**src/rtl/issue_scheduler_pkg.sv**
```systemverilog
// Shared definitions for the dual-issue scheduler: control-word layout,
// instruction register-field positions and the scheduler state encoding.
package issue_scheduler_pkg;

    // Control word layout (bit index): 0 LUI, 1 AUIPC, 2 JAL, 3 JALR,
    // 4 BRANCH, 5 ALUI, 6 ALUR, 7 REGWRITE. All-zero means bubble.
    localparam int unsigned CTRL_WIDTH    = 8;
    localparam int unsigned CTRL_JAL      = 2;
    localparam int unsigned CTRL_JALR     = 3;
    localparam int unsigned CTRL_BRANCH   = 4;
    localparam int unsigned CTRL_ALUI     = 5;
    localparam int unsigned CTRL_ALUR     = 6;
    localparam int unsigned CTRL_REGWRITE = 7;

    localparam int unsigned RD_MSB  = 11;
    localparam int unsigned RD_LSB  = 7;
    localparam int unsigned RS1_MSB = 19;
    localparam int unsigned RS1_LSB = 15;
    localparam int unsigned RS2_MSB = 24;
    localparam int unsigned RS2_LSB = 20;

    typedef enum logic {
        SCHED_PAIR  = 1'b0,
        SCHED_SPLIT = 1'b1
    } sched_state_e;

    function automatic logic reads_rs1(input logic [CTRL_WIDTH-1:0] c);
        return c[CTRL_JALR] | c[CTRL_ALUI] | c[CTRL_BRANCH] | c[CTRL_ALUR];
    endfunction

    function automatic logic reads_rs2(input logic [CTRL_WIDTH-1:0] c);
        return c[CTRL_BRANCH] | c[CTRL_ALUR];
    endfunction

    function automatic logic is_ctrl_flow(input logic [CTRL_WIDTH-1:0] c);
        return c[CTRL_BRANCH] | c[CTRL_JAL] | c[CTRL_JALR];
    endfunction

endpackage

```
**src/rtl/sched_hazard_check.sv**
```systemverilog
// Combinational pair hazard check: decides whether slot 1 must be held back
// a cycle (RAW, WAW, or slot 1 needing the lane-0 branch unit).
module sched_hazard_check
    import issue_scheduler_pkg::*;
#(
    parameter int unsigned CTRL_W = CTRL_WIDTH,
    parameter int unsigned XLEN   = 32
) (
    input  logic [CTRL_W-1:0] s0_ctrl_i,
    input  logic [XLEN-1:0]   s0_inst_i,
    input  logic [CTRL_W-1:0] s1_ctrl_i,
    input  logic [XLEN-1:0]   s1_inst_i,
    output logic              split_o,
    output logic              s0_bubble_o
);

    logic [4:0] s0_rd;
    logic [4:0] s1_rd;
    logic [4:0] s1_rs1;
    logic [4:0] s1_rs2;
    logic       s0_writes;
    logic       s1_writes;
    logic       raw;
    logic       waw;
    logic       both_live;
    logic       unused_inst_bits;

    assign s0_rd  = s0_inst_i[RD_MSB:RD_LSB];
    assign s1_rd  = s1_inst_i[RD_MSB:RD_LSB];
    assign s1_rs1 = s1_inst_i[RS1_MSB:RS1_LSB];
    assign s1_rs2 = s1_inst_i[RS2_MSB:RS2_LSB];

    assign s0_writes = s0_ctrl_i[CTRL_REGWRITE] && (s0_rd != '0);
    assign s1_writes = s1_ctrl_i[CTRL_REGWRITE] && (s1_rd != '0);

    assign raw = s0_writes &&
                 ((reads_rs1(s1_ctrl_i) && (s1_rs1 == s0_rd)) ||
                  (reads_rs2(s1_ctrl_i) && (s1_rs2 == s0_rd)));
    assign waw = s0_writes && s1_writes && (s0_rd == s1_rd);

    assign both_live   = (s0_ctrl_i != '0) && (s1_ctrl_i != '0);
    assign split_o     = both_live && (raw || waw || is_ctrl_flow(s1_ctrl_i));
    assign s0_bubble_o = (s0_ctrl_i == '0);

    assign unused_inst_bits = ^{s0_inst_i[XLEN-1:RD_MSB+1], s0_inst_i[RD_LSB-1:0],
                                s1_inst_i[XLEN-1:RS2_MSB+1], s1_inst_i[RD_LSB-1:0]};

endmodule

```
**src/rtl/issue_scheduler.sv**
```systemverilog
// Dual-issue scheduler: issues independent pairs together, splits dependent
// pairs over two cycles. Optional perf counters under `SCHED_PERF_CNT_EN`.
module issue_scheduler
    import issue_scheduler_pkg::*;
#(
    parameter int unsigned CTRL_W = CTRL_WIDTH,
    parameter int unsigned XLEN   = 32
) (
    input  logic              clk_i,
    input  logic              rstn_i,
    input  logic [CTRL_W-1:0] s0_ctrl_i,
    input  logic [XLEN-1:0]   s0_inst_i,
    input  logic [XLEN-1:0]   s0_pc_i,
    input  logic [CTRL_W-1:0] s1_ctrl_i,
    input  logic [XLEN-1:0]   s1_inst_i,
    input  logic [XLEN-1:0]   s1_pc_i,
    input  logic              pair_valid_i,
    output logic              pair_ready_o,
    input  logic              stall_i,
    input  logic              flush_i,
    output logic              l0_valid_o,
    output logic [CTRL_W-1:0] l0_ctrl_o,
    output logic [XLEN-1:0]   l0_inst_o,
    output logic [XLEN-1:0]   l0_pc_o,
    output logic              l1_valid_o,
    output logic [CTRL_W-1:0] l1_ctrl_o,
    output logic [XLEN-1:0]   l1_inst_o,
    output logic [XLEN-1:0]   l1_pc_o,
    output logic [31:0]       dual_cnt_o,
    output logic [31:0]       split_cnt_o
);

    logic split;
    logic s0_bubble;

    sched_hazard_check #(
        .CTRL_W (CTRL_W),
        .XLEN   (XLEN)
    ) u_hazard (
        .s0_ctrl_i   (s0_ctrl_i),
        .s0_inst_i   (s0_inst_i),
        .s1_ctrl_i   (s1_ctrl_i),
        .s1_inst_i   (s1_inst_i),
        .split_o     (split),
        .s0_bubble_o (s0_bubble)
    );

    sched_state_e      state_q, state_d;
    logic [CTRL_W-1:0] hold_ctrl_q, hold_ctrl_d;
    logic [XLEN-1:0]   hold_inst_q, hold_inst_d;
    logic [XLEN-1:0]   hold_pc_q,   hold_pc_d;
    logic              l0_valid_d, l1_valid_d;
    logic [CTRL_W-1:0] l0_ctrl_d,  l1_ctrl_d;
    logic [XLEN-1:0]   l0_inst_d,  l1_inst_d;
    logic [XLEN-1:0]   l0_pc_d,    l1_pc_d;
    logic              accept;
    logic              fill_both;
    logic              enter_split;

    always_comb begin
        state_d      = state_q;
        hold_ctrl_d  = hold_ctrl_q;
        hold_inst_d  = hold_inst_q;
        hold_pc_d    = hold_pc_q;
        l0_valid_d   = l0_valid_o;
        l0_ctrl_d    = l0_ctrl_o;
        l0_inst_d    = l0_inst_o;
        l0_pc_d      = l0_pc_o;
        l1_valid_d   = l1_valid_o;
        l1_ctrl_d    = l1_ctrl_o;
        l1_inst_d    = l1_inst_o;
        l1_pc_d      = l1_pc_o;
        fill_both    = 1'b0;
        enter_split  = 1'b0;
        pair_ready_o = rstn_i && (state_q == SCHED_PAIR) && !stall_i && !flush_i;
        accept       = pair_valid_i && pair_ready_o;

        if (flush_i) begin
            state_d     = SCHED_PAIR;
            l0_valid_d  = 1'b0;
            l1_valid_d  = 1'b0;
            hold_ctrl_d = '0;
            hold_inst_d = '0;
            hold_pc_d   = '0;
        end else if (!stall_i) begin
            case (state_q)
                SCHED_PAIR: begin
                    if (!accept) begin
                        l0_valid_d = 1'b0;
                        l1_valid_d = 1'b0;
                    end else if (s0_bubble) begin
                        // slot 1 slides down to lane 0 so it keeps the branch unit
                        l0_valid_d = (s1_ctrl_i != '0);
                        l0_ctrl_d  = s1_ctrl_i;
                        l0_inst_d  = s1_inst_i;
                        l0_pc_d    = s1_pc_i;
                        l1_valid_d = 1'b0;
                    end else begin
                        l0_valid_d = 1'b1;
                        l0_ctrl_d  = s0_ctrl_i;
                        l0_inst_d  = s0_inst_i;
                        l0_pc_d    = s0_pc_i;
                        if (split) begin
                            l1_valid_d  = 1'b0;
                            hold_ctrl_d = s1_ctrl_i;
                            hold_inst_d = s1_inst_i;
                            hold_pc_d   = s1_pc_i;
                            state_d     = SCHED_SPLIT;
                            enter_split = 1'b1;
                        end else begin
                            l1_valid_d = (s1_ctrl_i != '0);
                            l1_ctrl_d  = s1_ctrl_i;
                            l1_inst_d  = s1_inst_i;
                            l1_pc_d    = s1_pc_i;
                            fill_both  = (s1_ctrl_i != '0);
                        end
                    end
                end
                SCHED_SPLIT: begin
                    l0_valid_d = (hold_ctrl_q != '0);
                    l0_ctrl_d  = hold_ctrl_q;
                    l0_inst_d  = hold_inst_q;
                    l0_pc_d    = hold_pc_q;
                    l1_valid_d = 1'b0;
                    state_d    = SCHED_PAIR;
                end
                default: state_d = SCHED_PAIR;
            endcase
        end
    end

    always_ff @(posedge clk_i) begin
        if (!rstn_i) begin
            state_q     <= SCHED_PAIR;
            hold_ctrl_q <= '0;
            hold_inst_q <= '0;
            hold_pc_q   <= '0;
            l0_valid_o  <= 1'b0;
            l0_ctrl_o   <= '0;
            l0_inst_o   <= '0;
            l0_pc_o     <= '0;
            l1_valid_o  <= 1'b0;
            l1_ctrl_o   <= '0;
            l1_inst_o   <= '0;
            l1_pc_o     <= '0;
        end else begin
            state_q     <= state_d;
            hold_ctrl_q <= hold_ctrl_d;
            hold_inst_q <= hold_inst_d;
            hold_pc_q   <= hold_pc_d;
            l0_valid_o  <= l0_valid_d;
            l0_ctrl_o   <= l0_ctrl_d;
            l0_inst_o   <= l0_inst_d;
            l0_pc_o     <= l0_pc_d;
            l1_valid_o  <= l1_valid_d;
            l1_ctrl_o   <= l1_ctrl_d;
            l1_inst_o   <= l1_inst_d;
            l1_pc_o     <= l1_pc_d;
        end
    end

`ifdef SCHED_PERF_CNT_EN
    logic [31:0] dual_cnt_q;
    logic [31:0] split_cnt_q;

    always_ff @(posedge clk_i) begin
        if (!rstn_i) begin
            dual_cnt_q  <= '0;
            split_cnt_q <= '0;
        end else begin
            if (fill_both)   dual_cnt_q  <= dual_cnt_q + 32'd1;
            if (enter_split) split_cnt_q <= split_cnt_q + 32'd1;
        end
    end

    assign dual_cnt_o  = dual_cnt_q;
    assign split_cnt_o = split_cnt_q;
`else
    logic unused_perf;
    assign unused_perf = fill_both ^ enter_split;
    assign dual_cnt_o  = '0;
    assign split_cnt_o = '0;
`endif

endmodule
```
**config.mk**
```make
export PLATFORM = sky130hd
export DESIGN_NAME = issue_scheduler
export DESIGN_NICKNAME = d
export VERILOG_FILES = /design/src/rtl/issue_scheduler_pkg.sv /design/src/rtl/sched_hazard_check.sv /design/src/rtl/issue_scheduler.sv
export SDC_FILE = /design/constraint.sdc
export NUM_CORES = 1
export LEC_CHECK = 0
export ABC_AREA = 1
export CORE_ASPECT_RATIO = 2
export CORE_UTILIZATION = 46
export DETAILED_ROUTE_END_ITERATION = 6
export GPL_TIMING_DRIVEN = 0
export PLACE_DENSITY = 0.82
export SYNTH_ARGS = -nofsm -noshare
export SYNTH_HDL_FRONTEND = slang
export SYNTH_SLANG_ARGS = --single-unit
```
**constraint.sdc**
```tcl
create_clock -name clk_i -period 2 [get_ports clk_i]
set_clock_uncertainty 0.1 [all_clocks]
set_input_delay 0.3 -clock clk_i [delete_from_list [all_inputs] [get_ports clk_i]]
set_output_delay 0.3 -clock clk_i [all_outputs]
set_load 0.02 [all_outputs]
```
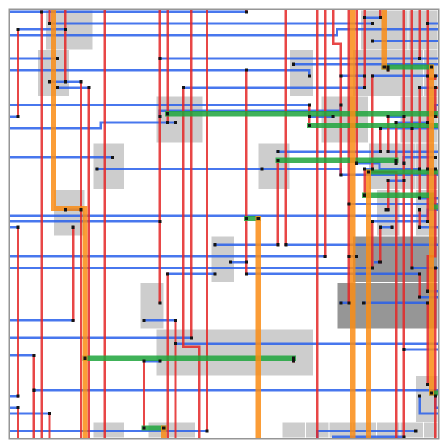
*Layout detail*
Window x 43 to 68, y 97 to 122 um. Cells in grey, sequential cells in the stronger grey; small squares are vias.
[metal 1] blue
[metal 3] green
[metal 4] orange
[metal 2] red
sequential cells in the window: 2
cells with their middle in the window: 20
most frequent: clkbuf_1 (3)
netlist names of flops here include: `hold_inst_q` (1), `l0_inst_o` (1)

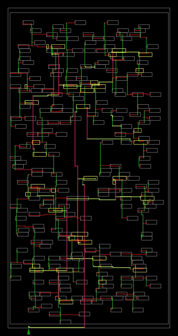
*Clock wiring as the flow saved it*
total clock sinks: 219
clock buffer count: 30
Worst-Skew Late Latency: 510 ps
clock network power: 4.22 mW

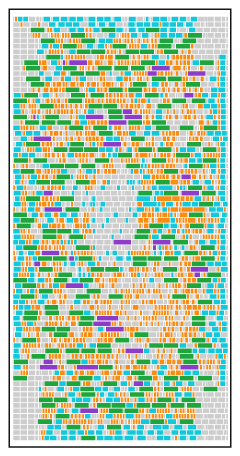
*Cells coloured by class*
(2 px per um) Fill, decap, tap and diode cells in grey.
[clock drivers and dummy loads] purple | cells: 36 | share of their area: 4.8%
[sequential cells] green | cells: 219 | share of their area: 29%
[combinational and other logic] orange | cells: 1291 | share of their area: 38%
[remaining buffers and delay cells] cyan | cells: 476 | share of their area: 28%

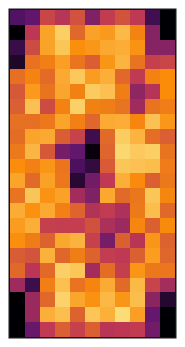
*Local utilization*
(1.5 px per um) 11 x 22 tiles, from black (low) to pale yellow (high), 0 to 100% covered.
tiles over 75% full: 34%
nearly empty tiles: 3.3%
fullest tile: 93%

==> impl_metrics.toml <==
# yosys + openroad results
[run_status]
status = "completed"

[yosys]
yosysUniqueCellTypes = 25
ys_warn_count = 0
synth_top_cell_by_count = "nand2_1"
netlist_area_um2 = 10700
synth_stat.cells = 1622
ys.flop_type = "dfxtp_1"
syn_inst = 1622
netlist_top_cells_count = "nand2_1 (377), nor2_1 (251), dfxtp_1 (219)"

[global_routing]
grt_max_degree = 17
grt_overflow_total = 0
grtUsageTotal = 0.342

[worst_hold_path]
min_to = "l1_inst_o[21]"
hp-class = "input pin to flop"

[die]
taps = 280
rows = 78
dieArea_um2 = 24000

[sta]
slew-limit-headroom = 0.296
worst_slack_ps = 36.2

[clocking]
cts_resized = 75
clock_tree.root_cell = "clkbuf_16"
clockBufferDepth = 3
clk_pin_slew_ps = 70

[place]
placed_area_um2 = 14300
io_buffers = 294

[finish]
logic_area_um2 = 5010
logic_gate_count = 1101
nets = 2157
seq-cell-share = 0.286
non_clock_buffer_count = 476
largestClassByArea = "logic gates"

[power_and_ir_drop]
p_leak_nw = 7.20
power.share.switching = 0.258
comb_power_share = 0.143
power_frac_seq = 0.442
power.density_nw_per_um2 = 662

[detailed_routing]
drtIter0Drc = 802

[setup_path]
criticalPathCategory = "flop to output pin"
ff2ff_setup_slack_ps = 90
slowest_delay_ps = 710
==> worst min-delay path, cell delays in order <==
cell and delay [ps]:
dlymetal6s2s_1 170, nor2_1 70, nor2_1 80
==> cell families (layout without fill, tap and decap cells) <==
| logic type | count (synthesis) | in the layout | synth area share |
|---|---|---|---|
| buffers and inverters | 366 | 702 | 0.156 |
| and+or+nand+nor | 745 | 746 | 0.277 |
| xor gates and xnor gates | 1 | 1 | 0.000816 |
| other | 1 | 70 | 0.000349 |
| AOI/OAI and AO/OA | 290 | 290 | 0.157 |
| DFF | 219 | 219 | 0.408 |
==> worst max path at each step <==
stage	from	endpoint	cells past startpoint
after floorplan	rstn_i	l1_ctrl_o[0]	12
after global placement	s0_inst_i[7]	hold_inst_q[27]	13
after detailed placement	s0_ctrl_i[7]	l0_inst_o[19]	10
after CTS	flush_i	l0_inst_o[27]	11
after global routing	s1_inst_i[23]	hold_ctrl_q[2]	14
final	l0_inst_o[18]	l0_inst_o[18]	1
==> power groups by stage <==
stage / Combinational [mW] / Clock (mW) / Sequential (mW)
2_1_floorplan: 0.654 / 0 / 4.66
3_3_place_gp: 1.40 / 0 / 4.59
3_5_place_dp: 1.40 / 0 / 4.59
4_1_cts: 1.42 / 4.25 / 4.49
5_1_grt: 1.56 / 4.42 / 4.50
6_report: 1.45 / 4.22 / 4.49
==> state kept, by name, summed over array words and instances (netlist names), 8 cells and up <==
signal / count
l0_pc_o: 32
l1_pc_o: 32
l0_inst_o: 32
l1_inst_o: 32
hold_inst_q: 32
hold_ctrl_q: 8
l1_ctrl_o: 8
l0_ctrl_o: 8
hold_pc_q: 32
==> layer usage <==
metal,share of wire,global-route usage,vias to the layer above
li1,-,-,5765
met1,0.33,0.337,5461
met2,0.51,0.614,640
met3,0.079,0.0640,194
met4,0.076,0.256,2
met5,0.00055,0,-
Power and IR drop assume default switching activity.
